[src/rtl/jtdd_obj_romslot.sv]
// jtdd_obj_romslot: 2-entry word cache serving object-layer ROM reads, refilled from an SDRAM slot
module jtdd_obj_romslot #(
  parameter logic [21:0] OFFSET = 22'h0
) (
  input  logic        clk,
  input  logic        rst,
  input  logic        flush,
  input  logic [17:0] rom_addr,
  output logic [15:0] rom_data,
  output logic        rom_ok,
  output logic [21:0] sdram_addr,
  output logic        sdram_req,
  input  logic        sdram_ack,
  input  logic        data_rdy,
  input  logic [15:0] sdram_dout
);
  typedef enum logic [1:0] {IDLE, WAIT_ACK, WAIT_DATA} state_t;
  state_t           r_st;
  logic [1:0]       r_valid;
  logic [1:0][17:0] r_tag;
  logic [1:0][15:0] r_data;
  logic             r_lru;
  logic [17:0]      r_fetch;
  logic [1:0]       w_hit;
  logic             w_fill, w_dup;
  assign w_hit[0] = r_valid[0] && r_tag[0] == rom_addr;
  assign w_hit[1] = r_valid[1] && r_tag[1] == rom_addr;
  assign rom_ok   = |w_hit;
  assign rom_data = w_hit[1] ? r_data[1] : r_data[0];
  // data_rdy while waiting for the ack counts as ack plus data
  assign w_fill   = data_rdy && r_st != IDLE;
  assign w_dup    = r_valid[!r_lru] && r_tag[!r_lru] == r_fetch;
  always_ff @(posedge clk or posedge rst) begin
    if (rst) begin
      r_st       <= IDLE;
      r_valid    <= '0;
      r_tag      <= '0;
      r_data     <= '0;
      r_lru      <= 1'b0;
      r_fetch    <= '0;
      sdram_req  <= 1'b0;
      sdram_addr <= OFFSET;
    end else begin
      if (flush) r_valid <= 2'b00;
      if (rom_ok) r_lru <= w_hit[0];
      case (r_st)
        IDLE: if (!rom_ok && !flush) begin
          r_fetch    <= rom_addr;
          sdram_addr <= OFFSET + {4'b0, rom_addr};
          sdram_req  <= 1'b1;
          r_st       <= WAIT_ACK;
        end
        WAIT_ACK: if (sdram_ack || data_rdy) begin
          sdram_req <= 1'b0;
          r_st      <= data_rdy ? IDLE : WAIT_DATA;
        end
        WAIT_DATA: if (data_rdy) r_st <= IDLE;
        default: r_st <= IDLE;
      endcase
      if (w_fill && !w_dup) begin
        r_valid[r_lru] <= 1'b1;
        r_tag[r_lru]   <= r_fetch;
        r_data[r_lru]  <= sdram_dout;
        r_lru          <= !r_lru;
      end
    end
  end
endmodule

[config.mk]
export PLATFORM = sky130hd
export DESIGN_NAME = jtdd_obj_romslot
export DESIGN_NICKNAME = d
export VERILOG_FILES = /design/src/rtl/jtdd_obj_romslot.sv
export SDC_FILE = /design/constraint.sdc
export NUM_CORES = 1
export LEC_CHECK = 0
export ABC_AREA = 1
export CORE_MARGIN = 5
export CORE_UTILIZATION = 60
export CTS_BUF_LIST = sky130_fd_sc_hd__clkbuf_8
export CTS_CLUSTER_SIZE = 8
export DETAILED_ROUTE_END_ITERATION = 7
export PLACE_DENSITY = 0.9
export SETUP_SLACK_MARGIN = 0.3
export SYNTH_ARGS = -nofsm -noshare
export SYNTH_HDL_FRONTEND = slang
export SYNTH_SLANG_ARGS = --single-unit
export TNS_END_PERCENT = 30
[constraint.sdc]
create_clock -name clk -period 5.4 [get_ports clk]
set_input_delay 1.08 -clock clk [delete_from_list [all_inputs] [get_ports clk]]
set_output_delay 1.08 -clock clk [all_outputs]
set_load 0.05 [all_outputs]
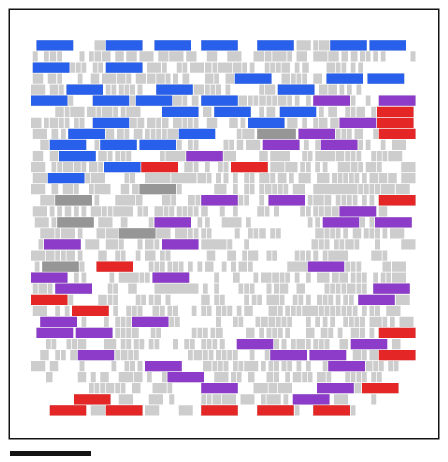
*Sequential cells coloured by netlist name*
The bar under the picture is 20 um long. Other sequential cells in the stronger grey, the rest of the logic in the fainter grey.
colour	name in the netlist	flops
blue	r_data	32
purple	r_tag	36
red	r_fetch	18
not coloured	6

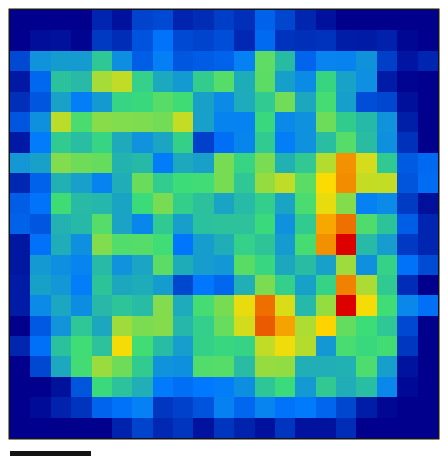
*Signal metal coverage by tile*
The bar under the picture is 20 um long. The die is cut into 21 by 21 equal tiles; dark blue is low, red is high, scaled to the fullest tile. Values are wire area over tile area, all layers added.
fullest tile	0.73
mean over tiles	0.24
tiles over half the peak	21%
emptiest ninth of the die	upper right
nearly empty tiles	9.3%

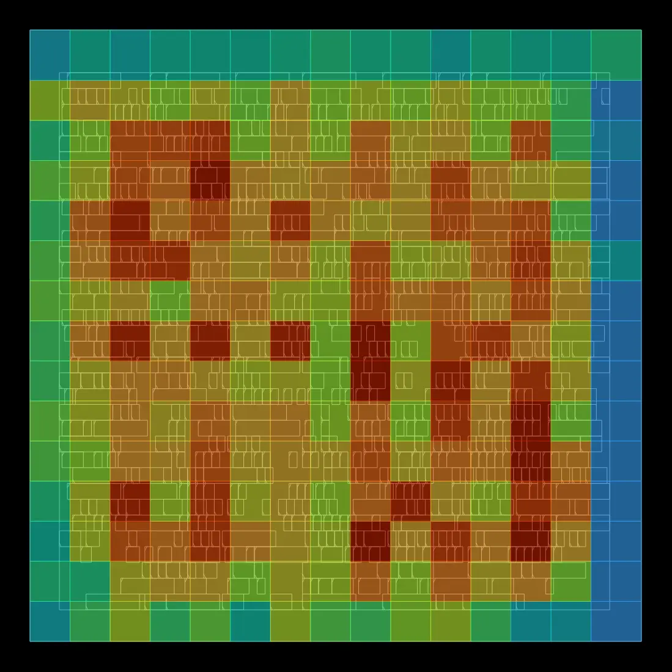
*Routing congestion*
GR Util met2: 45.3%
Global Route met1 Usage: 41.7%
M3 GR Usage: 6.30%
fin util: 72.4%

==> run summary <==
Mean Syn Cell Area: 6.85 um^2
clk slew on worst S/H paths: 0.10 ns
Starting Density: 62.2%
number of post-CTS setup repair buffers: 0
Largest regs: r_tag x36, r_data x32, r_fetch x18
met3 wire length: 1470 um
IO Pins: 79
type of the worst min-delay path: reg -> reg
CP Max Fanout: 4
port bufs: 74
largest net degree at the start of global routing: 60
WL met2: 7700 um
Worst Skew: 0.0105 ns
Largest register FFs: 36
Compound Share, Synth: 2.66%
fmax: 226 MHz
clock network share of area: 3.61%
FF-to-FF End: r_lru$_DFFE_PP0P_
slowest stage delay, CP: 0.83 ns
clock root buffer: clkbuf_8
Seq cells: 92
startpoint types: input pin
Vias: 5480
pre-CTS setup slack: 1.01 ns
sequential cell area share: 36.3%
Top reg by flops: r_tag
final non-filler cell total: 959
Layout area overhead: 16.4%
worst r2r src: r_lru$_DFFE_PP0P_
first-pass GRT wire length: 26700 um
highest metal used: met4
Critical Path Source: rom_addr[3]
share of cells above drive strength 1: 5.99%
internal cell power: 1770 uW
clock share of power: 15.6%
RSZ-0062 raised after global routing: no
Storage cell area: 2300 um^2
XOR/XNOR Area Share: 1.93%
Setup violations, final: 0
Inserted Clock Buffers: 9
drt total wl: 16200 um
initial antenna violation count: 0
switching pwr: 1720 uW
status: completed
maxcap violations: 0
# diodes: 0
average routed wire per standard cell: 16.9 um
Detail Route Antenna Nets: 0
post-layout min period: 4.43 ns
post-cts hold-fix buffer tally: 0
Worst R2R Path Depth: 12
GP Congestion: 0.992
Max transition margin: 34.4%
inverter count of the layout excluding clock inverters: 86
CTS H-tree depth: 3
fin. max-slew vios: 0
CLK BUF: 9
DR DRC count: 0
final hold violation count: 0
Critical Path End Type: output pin
row count: 34
die area: 11100 um^2
CTS sink count: 92
Clock Tree Buf Depth: 2
design area: 6340 um^2
Worst VDD drop: 339 uV
Top Layout Cells: nand2_1 (351), nand4_1 (93), dfrtp_1 (91)
Cells after DPL: 943
Main logic family: simple AND/OR/NAND/NOR gates
mapped cell area: 5450 um^2
Tcrit/Tclk final: 82.0%
Critical Path Most Common Cell: nand2_1
multi-input gates: 574
NonClk Buf Share: 12.1%
Cell Area, Placed: 6110 um^2
Yosys warnings: 0
Sequential Power Share: 35.2%
n_taps: 108
critical path type: in -> out
Worst Tran Pin Value: 0.982 ns
-- power by group through the flow --
stage | registers, uW | logic [uW] | clock network [uW]
floorplan | 1310 | 1130 | 0
global placement | 1210 | 1660 | 0
detailed placement | 1230 | 1700 | 0
CTS | 1220 | 1710 | 548
global route | 1270 | 1890 | 579
finish | 1230 | 1720 | 546
-- worst min path at each step --
stage | start | endpoint | slack (ns) | cells after the start
after detailed placement | r_data[4]$_DFFE_PP0P_ | r_data[4]$_DFFE_PP0P_ | 0.46 | 2
after global placement | r_data[14]$_DFFE_PP0P_ | r_data[14]$_DFFE_PP0P_ | 0.45 | 2
after global routing | r_data[0]$_DFFE_PP0P_ | r_data[0]$_DFFE_PP0P_ | 0.51 | 2
after floorplan | r_data[0]$_DFFE_PP0P_ | r_data[0]$_DFFE_PP0P_ | 0.44 | 2
after CTS | r_data[4]$_DFFE_PP0P_ | r_data[4]$_DFFE_PP0P_ | 0.48 | 2
final | r_data[14]$_DFFE_PP0P_ | r_data[14]$_DFFE_PP0P_ | 0.48 | 2
-- synth_stat cells (all sizes together) --
library cell / instances
clkbuf: 20
xnor2: 9
nand2: 351
nand3b: 2
inv: 86
nor2: 59
nand4: 93
a21oi: 21
nor3: 1
dfrtp: 92
conb: 1
buf: 26
nor3b: 1
o21ai: 8
nand3: 22
xor2: 3
-- logic make-up (layout without fill, tap and decap cells) --
kind of cell / after synthesis / count (layout)
and+or+nand+nor: 529 / 529
other: 1 / 4
AOI/OAI and AO/OA: 29 / 29
DFF: 92 / 92
buffers and inverters: 132 / 185
xor gates and xnor gates: 12 / 12
-- critical path, delay by kind of cell --
family,cells,cell delay [ns]
AOI/OAI and AO/OA,1,0.18
buffers and inverters,4,1.55
and+or+nand+nor,5,0.54
Power is estimated from default activity; no workload was simulated.
